==> config.mk <==
export PLATFORM = sky130hd
export DESIGN_NAME = issue_scheduler
export DESIGN_NICKNAME = d
export VERILOG_FILES = /design/src/rtl/sys_defs.sv /design/src/rtl/issue_scheduler_age_select.sv /design/src/rtl/issue_scheduler.sv
export SDC_FILE = /design/constraint.sdc
export NUM_CORES = 1
export LEC_CHECK = 0
export ABC_AREA = 1
export CORE_ASPECT_RATIO = 0.6
export CORE_MARGIN = 3
export CORE_UTILIZATION = 65
export DETAILED_ROUTE_END_ITERATION = 6
export HOLD_SLACK_MARGIN = 0.03
export PLACE_DENSITY = 0.91
export SLEW_MARGIN = 20
export SYNTH_ARGS = -nofsm -noshare
export SYNTH_HDL_FRONTEND = slang
export SYNTH_SLANG_ARGS = --single-unit
==> constraint.sdc <==
create_clock -name clock -period 99.9 [get_ports clock]
set_input_delay 9.99 -clock clock [delete_from_list [all_inputs] [get_ports clock]]
set_output_delay 9.99 -clock clock [all_outputs]
set_load 0.05 [all_outputs]
==> src/rtl/sys_defs.sv <==
// Shared scheduler definitions: functional-unit classes, widths and slot layout.
package sys_defs;

  typedef enum logic [2:0] {
    FU_ALU  = 3'd0,
    FU_LD   = 3'd1,
    FU_ST   = 3'd2,
    FU_MULT = 3'd3,
    FU_BR   = 3'd4
  } fu_name_t;

  localparam int FU_W  = 3;   // width of a req_fu element
  localparam int AGE_W = 4;   // saturating age counter width
  localparam int OCC_W = 4;   // multiplier occupancy counter (MULT_LAT <= 15)

  // Slot layout: ALU[NUM_ALU-1:0], LD, ST, MULT[NUM_MULT-1:0], BR
  function automatic int num_fu(input int na, input int nm);
    return na + nm + 3;
  endfunction
  function automatic int slot_ld(input int na);   return na;          endfunction
  function automatic int slot_st(input int na);   return na + 1;      endfunction
  function automatic int slot_mult(input int na); return na + 2;      endfunction
  function automatic int slot_br(input int na, input int nm);
    return na + nm + 2;
  endfunction

  // Constants for the default 3-ALU / 2-multiplier configuration
  localparam int DEF_NUM_ALU  = 3;
  localparam int DEF_NUM_MULT = 2;
  localparam int NUM_FU       = num_fu(DEF_NUM_ALU, DEF_NUM_MULT);
  localparam int SLOT_LD      = slot_ld(DEF_NUM_ALU);
  localparam int SLOT_ST      = slot_st(DEF_NUM_ALU);
  localparam int SLOT_MULT0   = slot_mult(DEF_NUM_ALU);
  localparam int SLOT_BR      = slot_br(DEF_NUM_ALU, DEF_NUM_MULT);

endpackage

==> src/rtl/issue_scheduler_age_select.sv <==
// Oldest-entry picker: highest age wins, ties go to the lowest index.
module age_select import sys_defs::*; #(
  parameter int N  = 16,
  parameter int IW = (N > 1) ? $clog2(N) : 1
) (
  input  logic [N-1:0]            mask_i,
  input  logic [N-1:0][AGE_W-1:0] age_i,
  output logic [IW-1:0]           idx_o,
  output logic                    found_o
);

  logic [AGE_W-1:0] best;

  // Linear scan; strict '>' keeps the earlier index on equal ages
  always_comb begin
    idx_o   = '0;
    found_o = 1'b0;
    best    = '0;
    for (int i = 0; i < N; i++) begin
      if (mask_i[i] && (!found_o || (age_i[i] > best))) begin
        found_o = 1'b1;
        best    = age_i[i];
        idx_o   = IW'(i);
      end
    end
  end

endmodule

==> src/rtl/issue_scheduler.sv <==
// Issue scheduler: per-class oldest-first arbitration of ready RS entries
// onto ALU / LD / ST / MULT / BR slots, with multiplier occupancy tracking.
module issue_scheduler import sys_defs::*; #(
  parameter  int RS_SIZE  = 16,
  parameter  int NUM_ALU  = 3,
  parameter  int NUM_MULT = 2,
  parameter  int MULT_LAT = 4,
  localparam int N_FU     = num_fu(NUM_ALU, NUM_MULT),
  localparam int IDX_W    = (RS_SIZE > 1) ? $clog2(RS_SIZE) : 1,
  localparam int CNT_W    = $clog2(N_FU) + 1
) (
  input  logic                              clock,
  input  logic                              reset,
  input  logic [RS_SIZE-1:0]                req_valid,
  input  logic [RS_SIZE-1:0][FU_W-1:0]      req_fu,
  input  logic [RS_SIZE-1:0][AGE_W-1:0]     req_age,
  input  logic [1:0]                        lsq_busy,
  input  logic                              squash,
  output logic [RS_SIZE-1:0]                issue_clear,
  output logic [N_FU-1:0]                   issue_valid,
  output logic [N_FU-1:0][IDX_W-1:0]        issue_idx,
  output logic [NUM_MULT-1:0]               mult_busy,
  output logic [CNT_W-1:0]                  issue_cnt
);

  localparam int S_LD  = slot_ld(NUM_ALU);
  localparam int S_ST  = slot_st(NUM_ALU);
  localparam int S_MUL = slot_mult(NUM_ALU);
  localparam int S_BR  = slot_br(NUM_ALU, NUM_MULT);

  logic kill;
  assign kill = reset | squash;

  logic [RS_SIZE-1:0] alu_cand, ld_cand, st_cand, mul_cand, br_cand;

  // Split ready entries into per-class candidate vectors
  always_comb begin
    alu_cand = '0;
    ld_cand  = '0;
    st_cand  = '0;
    mul_cand = '0;
    br_cand  = '0;
    for (int i = 0; i < RS_SIZE; i++) begin
      alu_cand[i] = req_valid[i] && (req_fu[i] == FU_ALU);
      ld_cand[i]  = req_valid[i] && (req_fu[i] == FU_LD);
      st_cand[i]  = req_valid[i] && (req_fu[i] == FU_ST);
      mul_cand[i] = req_valid[i] && (req_fu[i] == FU_MULT);
      br_cand[i]  = req_valid[i] && (req_fu[i] == FU_BR);
    end
  end

  // ALU chain: each stage masks off the previous stage's winner
  logic [RS_SIZE-1:0] alu_mask [NUM_ALU+1];
  logic [IDX_W-1:0]   alu_idx  [NUM_ALU];
  logic [NUM_ALU-1:0] alu_fnd;

  assign alu_mask[0] = alu_cand;
  for (genvar k = 0; k < NUM_ALU; k++) begin : g_alu
    age_select #(.N(RS_SIZE), .IW(IDX_W)) u_sel (
      .mask_i (alu_mask[k]),
      .age_i  (req_age),
      .idx_o  (alu_idx[k]),
      .found_o(alu_fnd[k])
    );
    assign alu_mask[k+1] = alu_mask[k] &
                           ~({RS_SIZE{alu_fnd[k]}} & (RS_SIZE'(1) << alu_idx[k]));
  end

  // Multiplier chain: a busy unit passes the candidate set through untouched,
  // so the oldest candidate lands on the lowest-numbered free unit.
  logic [RS_SIZE-1:0]  mul_mask [NUM_MULT+1];
  logic [IDX_W-1:0]    mul_idx  [NUM_MULT];
  logic [NUM_MULT-1:0] mul_fnd, mul_take;

  assign mul_mask[0] = mul_cand;
  for (genvar u = 0; u < NUM_MULT; u++) begin : g_mul
    age_select #(.N(RS_SIZE), .IW(IDX_W)) u_sel (
      .mask_i (mul_mask[u]),
      .age_i  (req_age),
      .idx_o  (mul_idx[u]),
      .found_o(mul_fnd[u])
    );
    assign mul_take[u]   = mul_fnd[u] & ~mult_busy[u];
    assign mul_mask[u+1] = mul_mask[u] &
                           ~({RS_SIZE{mul_take[u]}} & (RS_SIZE'(1) << mul_idx[u]));
  end

  // Single-slot classes
  logic [IDX_W-1:0] ld_idx, st_idx, br_idx;
  logic             ld_fnd, st_fnd, br_fnd;

  age_select #(.N(RS_SIZE), .IW(IDX_W)) u_ld (
    .mask_i(ld_cand), .age_i(req_age), .idx_o(ld_idx), .found_o(ld_fnd));
  age_select #(.N(RS_SIZE), .IW(IDX_W)) u_st (
    .mask_i(st_cand), .age_i(req_age), .idx_o(st_idx), .found_o(st_fnd));
  age_select #(.N(RS_SIZE), .IW(IDX_W)) u_br (
    .mask_i(br_cand), .age_i(req_age), .idx_o(br_idx), .found_o(br_fnd));

  logic [N_FU-1:0]            g_vld;
  logic [N_FU-1:0][IDX_W-1:0] g_idx;
  logic [RS_SIZE-1:0]         g_clr;
  logic [CNT_W-1:0]           g_cnt;

  // Assemble per-slot grants; reset/squash suppresses everything
  always_comb begin
    g_vld = '0;
    g_idx = '0;
    if (!kill) begin
      for (int k = 0; k < NUM_ALU; k++) begin
        g_vld[k] = alu_fnd[k];
        g_idx[k] = alu_fnd[k] ? alu_idx[k] : '0;
      end
      g_vld[S_LD] = ld_fnd & ~lsq_busy[0];
      g_idx[S_LD] = g_vld[S_LD] ? ld_idx : '0;
      g_vld[S_ST] = st_fnd & ~lsq_busy[1];
      g_idx[S_ST] = g_vld[S_ST] ? st_idx : '0;
      for (int u = 0; u < NUM_MULT; u++) begin
        g_vld[S_MUL+u] = mul_take[u];
        g_idx[S_MUL+u] = mul_take[u] ? mul_idx[u] : '0;
      end
      g_vld[S_BR] = br_fnd;
      g_idx[S_BR] = br_fnd ? br_idx : '0;
    end
  end

  // Clear mask and grant count derived from the slot grants
  always_comb begin
    g_clr = '0;
    g_cnt = '0;
    for (int s = 0; s < N_FU; s++) begin
      if (g_vld[s]) g_clr[g_idx[s]] = 1'b1;
      g_cnt = g_cnt + CNT_W'(g_vld[s]);
    end
  end

  assign issue_clear = g_clr;

  logic [N_FU-1:0]            issue_valid_q;
  logic [N_FU-1:0][IDX_W-1:0] issue_idx_q;
  logic [CNT_W-1:0]           issue_cnt_q;

  // Register this cycle's grants for the execute stage
  always_ff @(posedge clock) begin
    if (reset) begin
      issue_valid_q <= '0;
      issue_idx_q   <= '0;
      issue_cnt_q   <= '0;
    end else begin
      issue_valid_q <= g_vld;
      issue_idx_q   <= g_idx;
      issue_cnt_q   <= g_cnt;
    end
  end

  assign issue_valid = issue_valid_q;
  assign issue_idx   = issue_idx_q;
  assign issue_cnt   = issue_cnt_q;

  // Occupancy: load MULT_LAT-1 on grant, count down, hold at zero
  logic [OCC_W-1:0] occ_q [NUM_MULT];
  logic [OCC_W-1:0] occ_d [NUM_MULT];

  // Next occupancy per unit; squash frees every unit
  always_comb begin
    for (int u = 0; u < NUM_MULT; u++) begin
      occ_d[u] = occ_q[u];
      if (squash)                occ_d[u] = '0;
      else if (mul_take[u])      occ_d[u] = OCC_W'(MULT_LAT - 1);
      else if (occ_q[u] != '0)   occ_d[u] = occ_q[u] - 1'b1;
    end
  end

  // Occupancy register
  always_ff @(posedge clock) begin
    for (int u = 0; u < NUM_MULT; u++) begin
      if (reset) occ_q[u] <= '0;
      else       occ_q[u] <= occ_d[u];
    end
  end

  for (genvar u = 0; u < NUM_MULT; u++) begin : g_busy
    assign mult_busy[u] = (occ_q[u] != '0);
  end

endmodule

==> metrics.yaml <==
cells_and_area:
  area_growth_pct: 12.4
  seq_share: 0.0401
  final_cell_mix: "nand2_1 (1261), inv_1 (570), o21ai_0 (510)"
  num-nonclk-buffers: 253
  lay_top_count: "nand2_1"
  area_dominant_class: "combinational gates"
  regArea_um2: 1040
  clk_share: 0.00559
  largest_reg_flops: 32
  nNonClkInverters: 606
  fill_cells: 2992
  final_nets: 4919
  drive_above_1_share: 0.0505
  comb_cells: 3401
  clock_buffers: 6
  buffer_area_frac: 0.0919
  sh_comb_area: 0.751
  antennaDiodeCount: 0
  comb_area_um2: 19500
floorplan:
  core_area_um2: 34400
  dieWidth_um: 249
  rows: 52
  die_h_um: 152
  die_area_um2: 37900
  nWellTaps: 459
  fp_util: 0.672
grt:
  met3_usage: 0.234
  first_global_vias: 26216
  antenna_found_initial: 7
  met2_usage: 0.575
  grt_usage: 0.449
  grt_use_met1: 0.650
  busiest_layer: "met1"
  grt_pass1_wl_mm: 138
  grt_start_max_net_pins: 21
  overflow: 0
synth:
  flop_cell: "dfxtp_1"
  synthesis.area_um2: 23100
  seq_area_frac_synth: 0.0451
  top_area_cell: "ha_1"
  ys_cells: 4098
  most_common_cell: "nand2_1"
  common_cells: "nand2_1 (1261), inv_1 (570), o21ai_0 (510), ha_1 (463), nor2_1 (350)"
  yosys.area.top_type_share: 0.251
  synth-edff-count: 0
  fp_nets: 4698
  area_leaders: "ha_1 (25%), nand2_1 (20%), o21ai_0 (11%), inv_1 (9.3%), nor2_1 (5.7%)"
  netlist_instances: 4098
  yosys.cell_types.count: 61
  syn-mean-instance-area_um2: 5.64
  ys_chip_area_um2: 23100
  async_flop_share: 0
  yosys_warnings: 0
  ys_ff: 52
setup_path:
  critical_path.endpoint_type: "output port"
  crit_required_ns: 89.91
  critPathMaxStageDelay_ns: 0.80
  worst-setup-path-type: "in -> out"
  cpMostUsedCell: "nand2_1"
  worstPathArrival_ns: 67.21
  start_kind: "primary input"
  cp_slowest_cell: "clkdlybuf4s50_1"
  crit_buf_inv: 54
  crit_family: "simple AND/OR/NAND/NOR gates"
  crit_fanout: 14
timing:
  worst_slack_ns: 22.70
  slew_headroom: 0.106
  final_hold_viol_count: 0
  fin_crit_ns: 77.20
  rsz0062_at_grt: "false"
  setup_tns_ns: 0
  tightest_slew_ns: 1.33
  drv_slew: 0
  fmax_ghz: 0.0130
  setup_viol: 0
  period_used_share: 0.773
pwr:
  power.density_nw_per_um2: 9.70
  ir_drop_mv: 0.00811
  cellLeakagePower_nw: 15.4
clocking:
  cts_tree: "built"
  post_cts_resized: 0
  clk_path_buf_depth: 2
  cts.sinks: 52
  clk_latency_ns: 0.30
  cts_hold_buffers: 0
  path_clk_slew_ns: 0.07
  htree_levels: 2
  cts_root_buf: "clkbuf_16"
  cts_setup_buffers: 0
routing:
  drtPass1Iterations: 7
  vias: 29174
  drt-initial-drc-count: 4181
  vias_per_cell: 6.10
  drtAntennaViolNets: 0
  route.detailed.drc: 24
place:
  dp_slack_ns: 24.44
  gp_congestion: 1.16
  dp.final_hpwl_mm: 76.8
outcome:
  violations: "DRC"
  status: "finished with violations"
hold_path:
  hp-class: "reg -> reg"
flow_run:
  maxCapViolCount: 0
  warning_count: 28
[final timing paths]
path | start | to | slack (ns) | depth (start not counted)
max | req_age[2] | issue_clear[11] | 22.70 | 449
min | occ_q[1][3] | occ_q[1][3] | 0.46 | 1
max reg2reg | occ_q[0][0] | issue_idx[26] | 77.37 | 134
min reg2reg | occ_q[1][3] | occ_q[1][3] | 0.46 | 1
[power breakdown]
part | switching (mW) | leakage (nW) | internal, mW | total, mW
registers | 0.000576 | 0.424 | 0.0221 | 0.0227
clock network | 0.00822 | 0.0671 | 0.00937 | 0.0176
logic | 0.138 | 14.9 | 0.0735 | 0.211
total | 0.147 | 15.4 | 0.105 | 0.252
[worst register-to-register path, delay by kind of cell (launching register included)]
family	cells	cell delay (ns)
adder cells (fa/ha/maj)	16	5.08
buffers and inverters	9	1.08
AND-OR/OR-AND	47	8.65
AND/OR/NAND/NOR	62	7.22
flip-flops	1	0.36
[metal layers]
layer  vias up  routed length [µm]
met2      2008               30600
met5         -                  94
li1      14073                   -
met4        14                2420
met3       213               18400
met1     12866               38000
[per-stage QoR]
stage,instances,hold WS [ns],cell area (µm²),util,total power [mW]
finish,4779,0.457,26000,0.755,0.252
CTS,4779,0.459,25900,0.755,0.243
global route,4779,0.481,26000,0.755,0.277
floorplan,4098,0.427,23100,-,0.166
global placement,4771,0.442,25800,0.751,0.219
detailed placement,4771,0.447,25800,0.751,0.225
[logic make-up (layout without fill, tap and decap cells)]
logic type,after synthesis,after routing,synth area share
adder cells (fa/ha/maj),467,467,0.254
buffers and inverters,645,867,0.112
flip-flops,52,52,0.0451
XOR/XNOR,3,3,0.00114
multiplexers,1,1,0.000433
AND-OR/OR-AND,857,857,0.209
AND/OR/NAND/NOR,2073,2073,0.378
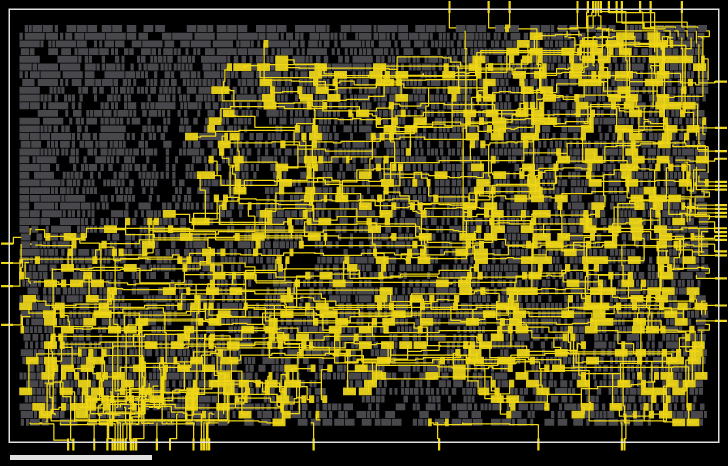
Fig. 1. Port wiring.
Bar = 50 µm.
| port | colour | bits | direction | end cells | wire |
|---|---|---|---|---|---|
| req_age | yellow | 64 | input | 758 | 14300 µm |
number of top-level pins: 195
port bufs: 194

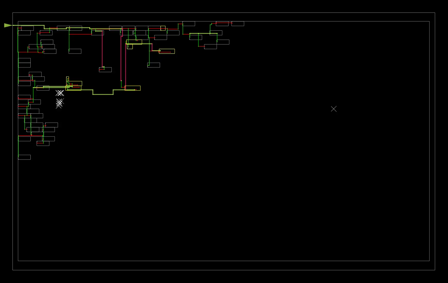
Fig. 2. The clock network.
Setup Skew: 0.00389 ns
Num CTS Buffers: 5
count of flip-flops and latches: 52
clk pwr: 17.6 µW

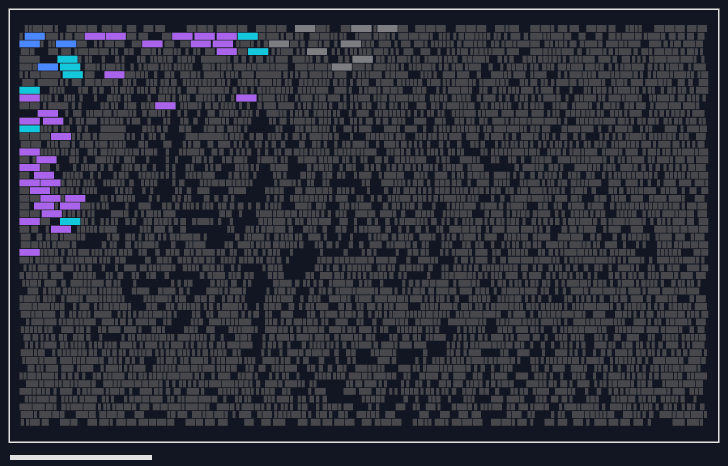
Fig. 3. Sequential cells grouped by signal name.
Bar = 50 µm.
| name in the netlist | colour | placed flops |
|---|---|---|
| issue_cnt | blue | 4 |
| issue_valid | cyan | 8 |
| issue_idx | purple | 32 |
not coloured: 8

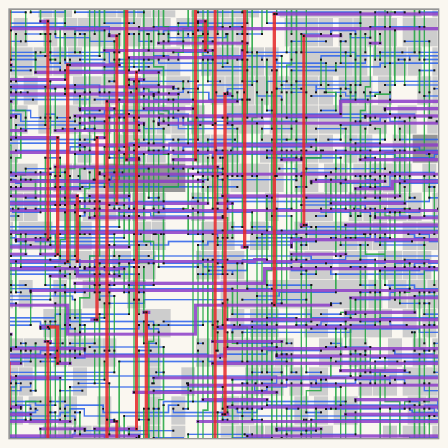
Fig. 4. Close-up of the layout.
Region (42, 94) to (82, 134) µm. Cells in grey, sequential cells in the stronger grey; small squares are vias.
| layer | colour |
|---|---|
| M1 | blue |
| M2 | green |
| M4 | red |
| M3 | purple |
cells with their middle in the window: 200
sequential cells in the window: 1
netlist names of flops here include: issue_idx (1)
most frequent: nand2_1 (56), inv_1 (34), nor2_1 (28)

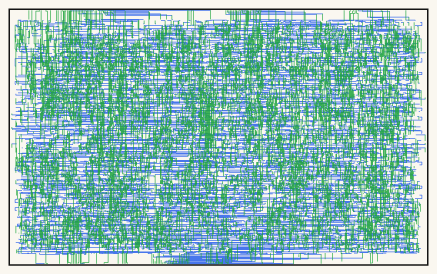
Fig. 5. Routed metal, one colour a layer.
Two of the layers only.
| layer | colour | wire length |
|---|---|---|
| M1 | blue | 38.0 mm |
| M2 | green | 30.6 mm |
wire length per cell: 18.7 µm
drt total wl: 89.5 mm

No activity file was given, so power comes from the tool's default toggle rates.
